==> images/m1.png <==
Supply wires on this layer in grey.
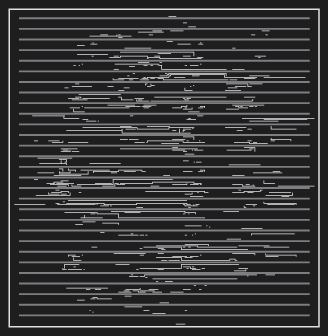
==> images/m2.png <==
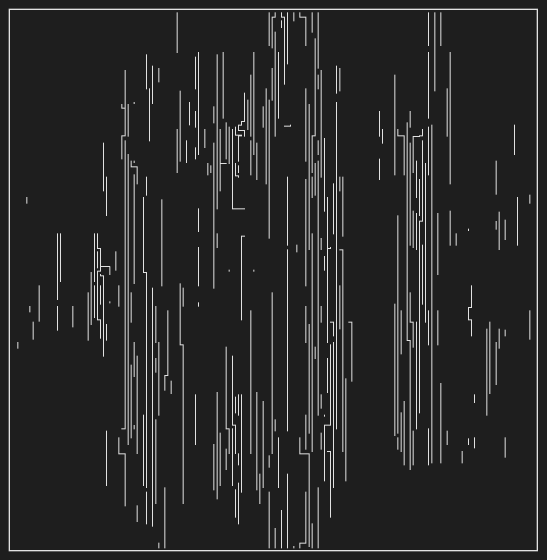
$ cat config.mk
export PLATFORM = sky130hd
export DESIGN_NAME = banco_regis
export DESIGN_NICKNAME = d
export VERILOG_FILES = /design/src/rtl/banco_regis.sv
export SDC_FILE = /design/constraint.sdc
export NUM_CORES = 1
export LEC_CHECK = 0
export CAP_MARGIN = 20
export CORE_AREA = 2 2 77 79
export CTS_CLUSTER_SIZE = 8
export DETAILED_ROUTE_END_ITERATION = 12
export DIE_AREA = 0 0 79 81
export PLACE_DENSITY = 0.55
export SYNTH_ARGS = -nofsm -noshare
export SYNTH_HDL_FRONTEND = slang
export SYNTH_SLANG_ARGS = --single-unit
export TNS_END_PERCENT = 5
$ cat constraint.sdc
create_clock -name clock -period 2.1 [get_ports clock]
set_clock_uncertainty 0.2 [all_clocks]
set_input_delay 0.315 -clock clock [delete_from_list [all_inputs] [get_ports clock]]
set_output_delay 0.315 -clock clock [all_outputs]
set_load 0.02 [all_outputs]
$ cat src/rtl/banco_regis.sv
// banco_regis: general-purpose register file for the single-cycle datapath.
// NUM_REGS registers of DATA_W bits. There are three zero-latency
// combinational read ports (outRA, out1, out2) and one synchronous write port
// gated by EscreveReg. A rising edge with reset=1 clears every register, and
// this takes priority over a write on the same edge.
//
// Optional feature, controlled by the macro BANCO_WRITE_BYPASS_EN:
//   defined   - while a write is pending (EscreveReg=1, reset=0), any read
//               port whose address matches regEscrito returns dadoEscrito
//               before the edge (write-through).
//   undefined - read ports always show the stored contents only.
module banco_regis #(
    parameter int DATA_W   = 8,
    parameter int ADDR_W   = 2,
    parameter int NUM_REGS = 4
) (
    input  logic              EscreveReg,
    input  logic              clock,
    input  logic [ADDR_W-1:0] inRA,
    input  logic [ADDR_W-1:0] in1,
    input  logic [ADDR_W-1:0] in2,
    input  logic [ADDR_W-1:0] regEscrito,
    input  logic [DATA_W-1:0] dadoEscrito,
    output logic [DATA_W-1:0] outRA,
    output logic [DATA_W-1:0] out1,
    output logic [DATA_W-1:0] out2,
    input  logic              reset
);

    // Storage array; the name is kept stable so benches can reach it hierarchically.
    logic [DATA_W-1:0] registradores [0:NUM_REGS-1];

    // Clear all registers on reset; otherwise store the write data when enabled.
    always_ff @(posedge clock) begin
        if (reset) begin
            for (int i = 0; i < NUM_REGS; i++) begin
                registradores[i] <= '0;
            end
        end else if (EscreveReg) begin
            registradores[regEscrito] <= dadoEscrito;
        end
    end

    // Combinational reads, with an optional forward of the pending write data.
    always_comb begin
        outRA = registradores[inRA];
        out1  = registradores[in1];
        out2  = registradores[in2];
`ifdef BANCO_WRITE_BYPASS_EN
        if (EscreveReg && !reset) begin
            if (inRA == regEscrito) outRA = dadoEscrito;
            if (in1  == regEscrito) out1  = dadoEscrito;
            if (in2  == regEscrito) out2  = dadoEscrito;
        end
`else
`endif
    end

endmodule

==> tab_implementation.tex <==
% Synthesis and place-and-route results
\begin{tabular}{lr}
\hline
Metric & Value \\
\hline
\multicolumn{2}{l}{\textbf{Yosys}} \\
Adder and majority gate portion of the synthesized area & 0\% \\
Share of the synthesized area in the top cell type & 51.44\% \\
Mux cell area share after synthesis & 28.94\% \\
Commonest cells in the netlist & sky130\_fd\_sc\_hd\_\_edfxtp\_1, sky130\_fd\_sc\_hd\_\_and2\_1, sky130\_fd\_sc\_hd\_\_mux4\_2 \\
Main area contributors after synthesis & sky130\_fd\_sc\_hd\_\_edfxtp\_1, sky130\_fd\_sc\_hd\_\_mux4\_2, sky130\_fd\_sc\_hd\_\_and2\_1, sky130\_fd\_sc\_hd\_\_and2\_2, sky130\_fd\_sc\_hd\_\_buf\_6 \\
FFs w/ async S/R, synth & 0\% \\
Yosys cell count & 104 \\
Cells after Synth & 104 \\
Cell with the most instances after synthesis & sky130\_fd\_sc\_hd\_\_edfxtp\_1 \\
Ao+oa area frac & 1.741\% \\
Post-Syn Area per Cell & 17.96 um2 \\
Cell type with the highest aggregate area in the netlist & sky130\_fd\_sc\_hd\_\_edfxtp\_1 \\
\multicolumn{2}{l}{\textbf{Layout}} \\
Final cell count without fillers & 231 \\
P\&R area growth vs syn & 30.34\% \\
Registers with the most flip-flops & registradores x32 \\
Number of flip-flops under the largest register name & 32 \\
Area of the multi-input gates & 854.6 um2 \\
Nets@finish & 175 \\
Most instantiated logic cells after routing & sky130\_fd\_sc\_hd\_\_edfxtp\_1, sky130\_fd\_sc\_hd\_\_mux4\_2, sky130\_fd\_sc\_hd\_\_and2\_1 \\
Register with the highest flop count & registradores \\
Antenna cell count & 0 \\
Area of all placed cells without fillers & 2435 um2 \\
\multicolumn{2}{l}{\textbf{Timing}} \\
Max Fclk & 0.5095 GHz \\
Cycle use final & 93.46\% \\
Final hold viol count & 0 \\
Tightest slew margin relative to the limit & 79.78\% \\
\multicolumn{2}{l}{\textbf{Setup path}} \\
Cell chain of the critical path & clkdlybuf4s50\_1, buf\_12, mux4\_2, buf\_4 \\
Top Family by Delay on Critical Path & buffers and inverters \\
Element type at the critical path start & input port \\
Worst Path Max Fanout & 8 \\
Start-to-end type of the worst setup path & in -> out \\
Endpoint type of the worst setup path & output pin \\
Arrival time worst endpoint & 1.45 ns \\
\multicolumn{2}{l}{\textbf{Route}} \\
Routed WL per cell & 17.62 um \\
Vias per inst & 4.918 \\
Drt pass-1 iters & 4 \\
DRT antenna net count & 0 \\
\multicolumn{2}{l}{\textbf{Floorplanning}} \\
DIE HEIGHT & 81 um \\
Overall die area & 6399 um2 \\
Standard cell core area & 5675 um2 \\
\multicolumn{2}{l}{\textbf{Global route}} \\
Initial antenna violation count & 0 \\
Pin count of the biggest net entering global routing & 10 \\
First-pass GRT wire length & 6541 um \\
\multicolumn{2}{l}{\textbf{Place}} \\
Cell area after placement & 2476 um2 \\
Input/output buffers & 42 \\
\multicolumn{2}{l}{\textbf{Flow run}} \\
OpenROAD warning count & 27 \\
\multicolumn{2}{l}{\textbf{Clock tree}} \\
Number of clock buffers inserted by TritonCTS & 5 \\
Number of cells upsized or downsized after cts & 98 \\
Clock root buffer & sky130\_fd\_sc\_hd\_\_clkbuf\_8 \\
Setup Buffers After CTS & 0 \\
CTS max path bufs & 2 \\
Clock transition at path regs & 0.06 ns \\
\multicolumn{2}{l}{\textbf{Hold path}} \\
Worst hold path type & in -> reg \\
\multicolumn{2}{l}{\textbf{Power}} \\
Leakage power summed over all cells & 0.9018 nW \\
\multicolumn{2}{l}{\textbf{Outcome}} \\
Outcome & complete, no violations \\
\hline
\end{tabular}
Notes on m1.png above:
wire length on this layer = 1560 um
main direction = horizontal

Notes on m2.png above:
share of all routed wire = 54%
nets with wire on the layer = 148
main direction = vertical
longest straight run = 50.7 um
vias: 1136
final wirelength: 4070 um
met2 layer usage reported by global route: 25.85%

==> worst max-delay path by stage <==
stage          startpoint        to  slack [ns]  cells after the start
2_1_floorplan      in1[0]   out1[0]        0.57                      2
4_1_cts            in2[0]   out2[6]       -0.07                      4
6_report           in2[1]   out2[3]        0.14                      4
3_5_place_dp      inRA[0]  outRA[3]       -0.47                      4
5_1_grt            in2[1]   out2[3]         0.1                      4
3_3_place_gp       in2[0]   out2[0]       -0.46                      4
==> routing by layer <==
metal | up-vias | track usage [%] | wire [um]
li1 | 524 | - | -
met1 | 563 | 16.14 | 1557
met4 | 0 | 8.448 | 122
met3 | 13 | 2.889 | 211
met5 | - | 0 | 0
met2 | 36 | 25.85 | 2178
==> stage by stage <==
stage | utilization (%) | setup TNS [ns] | worst slack (ns)
2_1_floorplan | - | 0 | 0.5650
3_3_place_gp | 43.63 | -10.69 | -0.4572
3_5_place_dp | 43.63 | -10.81 | -0.4677
4_1_cts | 42.81 | -0.5329 | -0.07403
5_1_grt | 42.90 | 0 | 0.09776
6_report | 42.90 | 0 | 0.1374
==> logic make-up after synthesis <==
logic type	Yosys count
and+or+nand+nor	37
DFF	32
AOI/OAI and AO/OA	4
muxes	24
buffers and inverters	7
==> report_power, final <==
group / total (mW) / switching (mW) / internal [mW]
clock: 0.415 / 0.197 / 0.218
combinational: 0.384 / 0.187 / 0.198
sequential: 0.788 / 0.0306 / 0.758
total: 1.59 / 0.414 / 1.17
==> layout make-up <==
class                      count  area share [%]
clock buffer                   5           2.826
timing repair buffer          51           18.29
inverter                       1          0.1542
tap                           75           3.854
sequential                    32           39.47
multi-input combinational     65           35.10
clock inverter                 2          0.3083
Power figures rest on the tool's default switching activity, not on a simulated workload.
